Fig. 1: run 1, clock wires, drivers and flops
The bar under the picture is 50 um long.
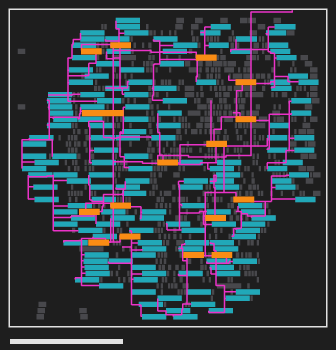
Fig. 2: run 1, wiring heat map
28 x 28 tiles, from dark blue (low) to red (high), scaled to the fullest tile. Values are wire area over tile area, all layers added.
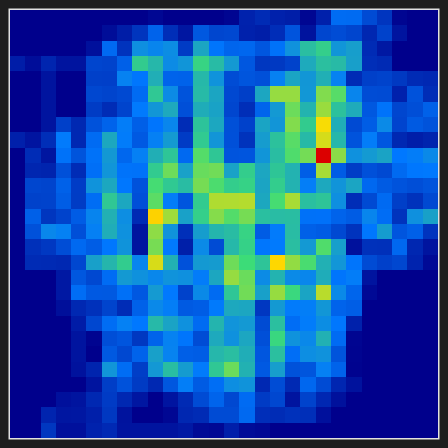
Fig. 3: run 1, sequential cells coloured by netlist name
The bar under the picture is 50 um long. Other sequential cells in the stronger grey, the rest of the logic in the fainter grey.
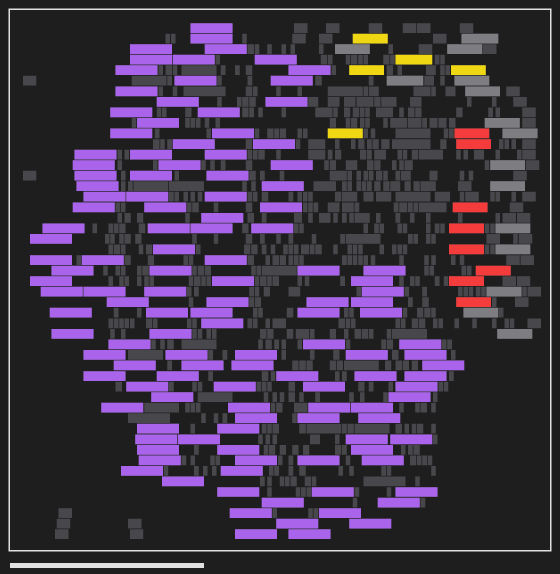
**config.mk**
```make
export PLATFORM = sky130hd
export DESIGN_NAME = param_stack
export DESIGN_NICKNAME = d
export VERILOG_FILES = /design/src/rtl/param_stack.sv
export SDC_FILE = /design/constraint.sdc
export NUM_CORES = 1
export LEC_CHECK = 0
export ABC_AREA = 1
export CAP_MARGIN = 15
export CORE_MARGIN = 2
export CORE_UTILIZATION = 40
export DETAILED_ROUTE_END_ITERATION = 8
export SLEW_MARGIN = 20
export SYNTH_ARGS = -nofsm -noshare
export SYNTH_HDL_FRONTEND = slang
export SYNTH_SLANG_ARGS = --single-unit
```
**constraint.sdc**
```tcl
create_clock -name CLK -period 4.65 [get_ports CLK]
set_input_delay 1.1625 -clock CLK [delete_from_list [all_inputs] [get_ports CLK]]
set_output_delay 1.1625 -clock CLK [all_outputs]
set_load 0.03 [all_outputs]
```
**src/rtl/param_stack.sv**
```systemverilog
// LIFO stack primitive. Tracks occupancy, raises programmable almost-full and
// almost-empty flags, and holds a registered copy of the top entry so TOP is
// available without a memory read on the output path. A simultaneous push and
// pop on a non-empty stack overwrites the top entry in one cycle.
module param_stack #(
    parameter int DATA_WIDTH = 8,
    parameter int DEPTH      = 16,
    parameter int AF_LEVEL   = DEPTH - 2,
    parameter int AE_LEVEL   = 2,
    localparam int CW        = $clog2(DEPTH + 1)
) (
    input  logic                  CLK,
    input  logic                  RST_N,
    input  logic                  PUSH,
    input  logic                  POP,
    input  logic                  FLUSH,
    input  logic                  CLR_ERR,
    input  logic [DATA_WIDTH-1:0] DATA_IN,
    output logic [DATA_WIDTH-1:0] TOP,
    output logic [DATA_WIDTH-1:0] POP_DATA,
    output logic                  POP_VALID,
    output logic [CW-1:0]         COUNT,
    output logic                  FULL,
    output logic                  EMPTY,
    output logic                  ALMOST_FULL,
    output logic                  ALMOST_EMPTY,
    output logic                  OVERFLOW,
    output logic                  UNDERFLOW
);

    localparam int AW = $clog2(DEPTH);

    logic [DATA_WIDTH-1:0] mem [DEPTH];

    logic [CW-1:0]         count_reg, count_next;
    logic [DATA_WIDTH-1:0] top_reg, top_next;
    logic [DATA_WIDTH-1:0] pop_data_reg, pop_data_next;
    logic                  pop_valid_reg, pop_valid_next;
    logic                  full_reg, full_next;
    logic                  empty_reg, empty_next;
    logic                  almost_full_reg, almost_full_next;
    logic                  almost_empty_reg, almost_empty_next;
    logic                  overflow_reg, overflow_next;
    logic                  underflow_reg, underflow_next;

    logic                  is_empty;
    logic                  is_full;
    logic                  mem_we;
    logic [AW-1:0]         mem_waddr;
    logic [DATA_WIDTH-1:0] below_top;

    assign is_empty = (count_reg == '0);
    assign is_full  = (count_reg == CW'(DEPTH));

    // Entry just beneath the top; becomes the new TOP after a plain pop.
    always_comb begin
        below_top = '0;
        if (count_reg >= CW'(2)) begin
            below_top = mem[AW'(count_reg - CW'(2))];
        end
    end

    // Decode the request by priority: flush, replace, push, pop.
    always_comb begin
        count_next     = count_reg;
        top_next       = top_reg;
        pop_data_next  = pop_data_reg;
        pop_valid_next = 1'b0;
        mem_we         = 1'b0;
        mem_waddr      = AW'(count_reg);
        overflow_next  = overflow_reg & ~CLR_ERR;
        underflow_next = underflow_reg & ~CLR_ERR;

        if (FLUSH) begin
            count_next = '0;
            top_next   = '0;
        end else if (PUSH && POP) begin
            if (!is_empty) begin
                // Replace-top: occupancy unchanged, never an overflow.
                pop_data_next  = top_reg;
                pop_valid_next = 1'b1;
                mem_we         = 1'b1;
                mem_waddr      = AW'(count_reg - CW'(1));
                top_next       = DATA_IN;
            end else begin
                // Nothing to pop: the push half still goes through.
                mem_we         = 1'b1;
                mem_waddr      = '0;
                count_next     = CW'(1);
                top_next       = DATA_IN;
                underflow_next = 1'b1;
            end
        end else if (PUSH) begin
            if (!is_full) begin
                mem_we     = 1'b1;
                count_next = count_reg + CW'(1);
                top_next   = DATA_IN;
            end else begin
                overflow_next = 1'b1;
            end
        end else if (POP) begin
            if (!is_empty) begin
                pop_data_next  = top_reg;
                pop_valid_next = 1'b1;
                count_next     = count_reg - CW'(1);
                top_next       = below_top;
            end else begin
                underflow_next = 1'b1;
            end
        end
    end

    // Status flags follow the occupancy that will hold after this edge.
    always_comb begin
        full_next         = (count_next == CW'(DEPTH));
        empty_next        = (count_next == '0);
        almost_full_next  = (int'(count_next) >= AF_LEVEL);
        almost_empty_next = (int'(count_next) <= AE_LEVEL);
    end

    // Storage write; contents are deliberately left unreset.
    always_ff @(posedge CLK) begin
        if (mem_we) begin
            mem[mem_waddr] <= DATA_IN;
        end
    end

    // State and output registers with asynchronous clear.
    always_ff @(posedge CLK or negedge RST_N) begin
        if (!RST_N) begin
            count_reg        <= '0;
            top_reg          <= '0;
            pop_data_reg     <= '0;
            pop_valid_reg    <= 1'b0;
            full_reg         <= 1'b0;
            empty_reg        <= 1'b1;
            almost_full_reg  <= (AF_LEVEL <= 0);
            almost_empty_reg <= 1'b1;
            overflow_reg     <= 1'b0;
            underflow_reg    <= 1'b0;
        end else begin
            count_reg        <= count_next;
            top_reg          <= top_next;
            pop_data_reg     <= pop_data_next;
            pop_valid_reg    <= pop_valid_next;
            full_reg         <= full_next;
            empty_reg        <= empty_next;
            almost_full_reg  <= almost_full_next;
            almost_empty_reg <= almost_empty_next;
            overflow_reg     <= overflow_next;
            underflow_reg    <= underflow_next;
        end
    end

    assign TOP          = top_reg;
    assign POP_DATA     = pop_data_reg;
    assign POP_VALID    = pop_valid_reg;
    assign COUNT        = count_reg;
    assign FULL         = full_reg;
    assign EMPTY        = empty_reg;
    assign ALMOST_FULL  = almost_full_reg;
    assign ALMOST_EMPTY = almost_empty_reg;
    assign OVERFLOW     = overflow_reg;
    assign UNDERFLOW    = underflow_reg;

endmodule

```
==> results_dict.tcl, run 1 <==
# yosys + openroad results
set metrics [dict create \
    status "complete, no violations" \
    most-common-layout-cells "nand2_1, edfxtp_1, inv_1" \
    compound_area_share_pct 1.73 \
    clkTransAtPathRegs_ns 0.06 \
    crit_required_ns 4.71 \
    well_tap_count 229 \
    hold_slack_ns 0.467 \
    swShare_pct 29.2 \
    ys_sh_adder_pct 1.37 \
    dpl.hpwl_mm 10.6 \
    power_density_nw_per_um2 443 \
    p_int_uw 2660 \
    min_path_cells 2 \
    pg_clk_uw 1370 \
    ios 42 \
    grt_antenna_before_repair 0 \
    num-nets-final 826 \
    finalInstanceArea_um2 8480 \
    drc_errors 0 \
    simple_gate_share_pct 25.4 \
    synthXorXnorAreaFrac_pct 0.701 \
    layout.cells.non_filler 1046 \
    critical_path.cell_chain "clkdlybuf4s50_1 -> nand2_4 -> nor2_4 -> inv_1 -> nor2_1 -> inv_1 -> o21ai_0 -> nand2_1 -> nor2_1" \
    ant_nets 0 \
    rows 49 \
    start_kind "input port" \
    edf_count 128 \
    layout_top_cell "nand2_1" \
    tool_warnings 31 \
    ys_top_logic_family "simple AND/OR/NAND/NOR gates" \
    grt_overflow 0 \
    ff_type "edfxtp_1" \
    grt_pass1_wl_mm 27.0 \
    post-place-cells 1014 \
    num_antenna_cells 0 \
    dominant-cell-class "sequential cells" \
    cts_tree "built" \
    buf_share_pct 5.46 \
]
About Fig. 1:
orange -> clock-net drivers  # count 17
magenta -> clock wires  # length 1870 um
cyan -> flip-flops  # count 156
flops lie = widely spread

About Fig. 2:
fullest tile = 0.68
tiles over half the peak = 6.1%
nearly empty tiles = 22%
DR vias: 5060
Avg WL per Cell: 15.9 um
All-Layer GR Usage: 18.0%
final WL: 16.7 mm

About Fig. 3:
red -> TOP  # flops 8, where middle right
purple -> mem  # flops 128
yellow -> COUNT  # flops 5
not coloured = 15
Register Area: 4550 um^2
Util after Layout: 47.2%
sequential cell area share: 53.7%
Seq power: 1620 uW

[run 1: state kept, by name, indices dropped and copies added, names as in the netlist]
name,cells
ALMOST_FULL,1
mem,128
EMPTY,1
FULL,1
OVERFLOW,1
POP_VALID,1
TOP,8
COUNT,5
UNDERFLOW,1
ALMOST_EMPTY,1
POP_DATA,8
[run 1: cells in the mapped netlist (7+ instances only)]
cell type | n | area share, %
nand2_1 | 279 | 14
edfxtp_1 | 128 | 53
buf_2 | 16 | 1.1
a21oi_1 | 7 | 0.48
nor2_1 | 23 | 1.2
ha_1 | 8 | 1.4
nand3_1 | 106 | 7.2
dfrtp_1 | 26 | 8.9
inv_1 | 117 | 6.0
[run 1: metal layers]
metal	track usage, %	wire (um)
met1	24.2	7680
met2	29.3	7970
met3	3.58	651
met4	6.43	356
met5	0	0
Fig. 4: run 1, drive-strength map
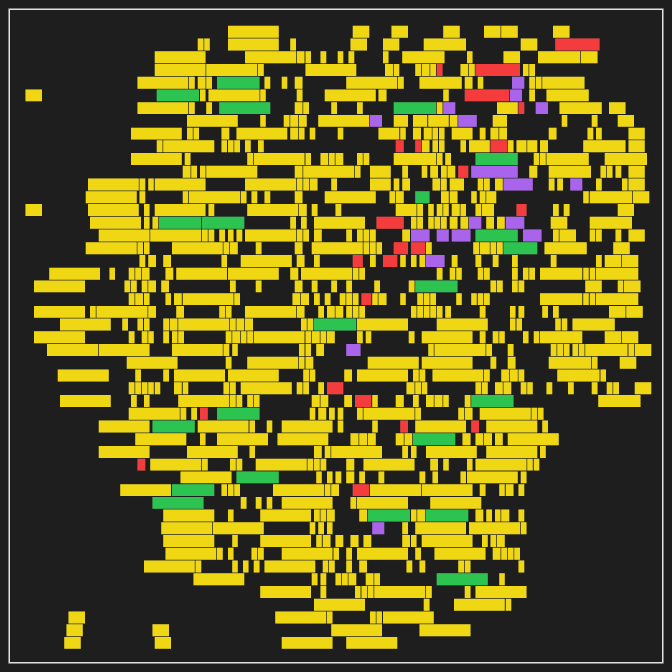

==> run 2: changes to the inputs <==
- clock period: 4.65 -> 3.6 ns (I/O delays scaled with it)
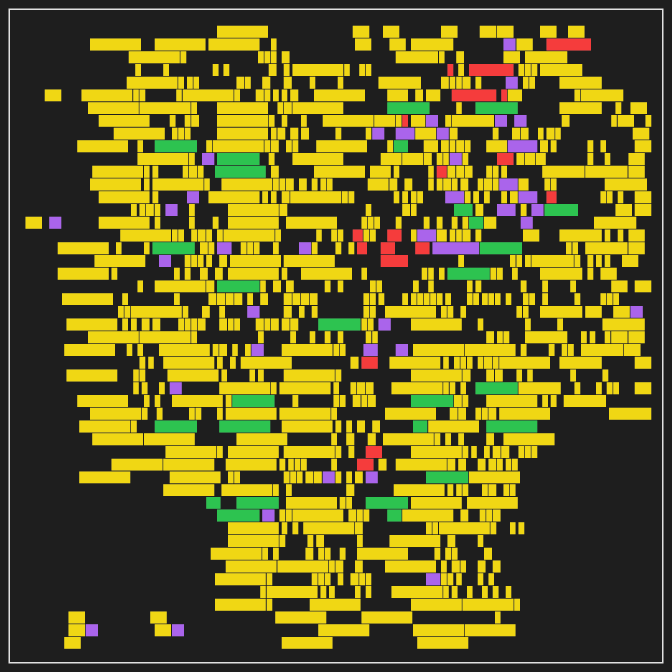
Fig. 5. Drive-strength map (run 2).
red -> x2  # cells 18, share 2.2%
purple -> x3 and x4  # cells 38, share 4.6%, most used buf_4
green -> x6 and larger  # cells 27, share 3.2%, most used clkbuf_16
yellow -> x1 and smaller  # cells 752, share 90%, most used nand2_1
Area Overhead vs Synth: 18.1%
final worst slack: 0.488 ns
cell area after layout: 8640 um^2
Signal buffers: 66

==> run 2 against run 1 <==
Clock power rose by 36%. Core utilization grew 0.93 points. Flip-flop count unchanged. Non-clock buffer count rose by 18. Design area grew 2.0%. Register-to-register slack lost 0.92 ns. Clock skew grew 0.0064 ns. Total power increased by 32%. Hold slack better by 0.0018 ns. Final cell count rose by 1.7%. Via count is 0.71% higher. Global-route usage grew 0.52 points. Largest cell class unchanged.
==> results_dict.tcl, run 2 <==
# yosys + openroad results
set metrics [dict create \
    status "complete, no violations" \
    root_buffer "clkbuf_16" \
    mux_share_pct 0 \
    compound_area_share_pct 1.73 \
    clkTransAtPathRegs_ns 0.07 \
    critical_path.cell_chain "buf_4 -> clkdlybuf4s50_1" \
    min_path_cells 2 \
    rsz0062_at_grt "no" \
    top_cells_by_area "edfxtp_1, nand2_1, dfrtp_1" \
    synth_top_cell_by_area "edfxtp_1" \
    yosys_cells 766 \
    post-place-cells 1032 \
    crit_required_ns 2.70 \
    hold_end "POP_DATA[6]" \
    power_density_nw_per_um2 573 \
    regMostFlops "mem" \
    ant_nets 0 \
    drc_errors 0 \
    path_delay_family "buffers and inverters" \
    edf_count 128 \
    detail_route.wl_per_cell_um 16.3 \
    ios 42 \
    dpl.hpwl_mm 11.1 \
    r2r_start "COUNT[1]" \
    worstHoldStart "POP_DATA[6]" \
    finalWirelength_mm 17.4 \
    synthXorXnorAreaFrac_pct 0.701 \
    buf_share_pct 6.92 \
    cts_tree "built" \
    rows 49 \
    layout_top_cell "nand2_1" \
    grt_pass1_vias 4837 \
    yosys-top-cells-count "nand2_1, edfxtp_1, inv_1" \
    synth_top_cell_by_count "nand2_1" \
    num-nets-final 844 \
    r2r_cells 10 \
    grt_pass1_wl_mm 27.4 \
    grt_overflow 0 \
    gp_congestion 0.944 \
    dominant-cell-class "sequential cells" \
    cp-startpoint "COUNT[0]" \
    fin_tns_setup_ns 0 \
    cts_resized 0 \
    tool_warnings 31 \
    port_buffers 41 \
    ys_sh_adder_pct 1.37 \
    start_kind "register" \
    drt-pass1-iter-count 7 \
    ff_type "edfxtp_1" \
    seq_area_um2 4550 \
    num_antenna_cells 0 \
    crit_type "register to output pin" \
    async_flop_share_pct 17.9 \
    ys_top_logic_family "simple AND/OR/NAND/NOR gates" \
    htree_levels 4 \
    largest_register_ffs 128 \
    chip_area_um2 19400 \
    final-setup-viol-count 0 \
    track_usage_pct 18.6 \
    simple_gate_share_pct 25.4 \
    hold_buffers 0 \
    most-common-layout-cells "nand2_1, edfxtp_1, inv_1" \
    hold_path.class "register to register" \
    fp_util_pct 40.8 \
    top_cell_area_share_pct 52.5 \
    grt_antenna_before_repair 0 \
    dr_total_vias 5096 \
]
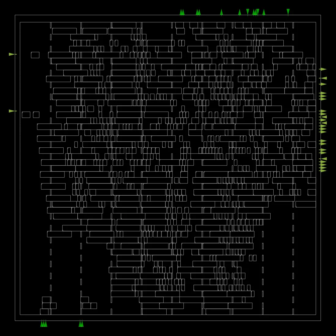
Fig. 6. Cell placement (run 2).
final cell count without fillers: 1064
Tapcells: 229
sequential cell count: 156
Core Region: 18000 um^2
sequential cell area share: 52.6%

-- run 2: cell counts after synthesis --
Identical to the previous run, type by type.
-- run 2: per-stage QoR --
step,utilization (%),hold slack (ns),total power (uW)
global placement,44.7,0.454,3120
CTS,48.1,0.474,4980
detailed placement,44.7,0.458,3120
global route,48.1,0.489,5160
finish,48.1,0.469,4950
floorplan,-,0.604,2780
-- run 2: report_power, final --
part           leakage, uW  switching, uW  internal [uW]  total (uW)
Sequential         0.00152           43.1           2040        2080
Combinational      0.00206            682            325        1010
Clock             0.000292            752           1110        1860
Total              0.00387           1480           3470        4950
-- run 2: layer usage --
metal	part of all wire (%)	wire, um	GRT usage (%)
met1	47	8110	26.1
met2	46	7930	28.6
met3	5.0	869	3.27
met4	2.7	463	7.55
met5	0	0	0
No activity file was given, so power comes from the tool's default toggle rates.
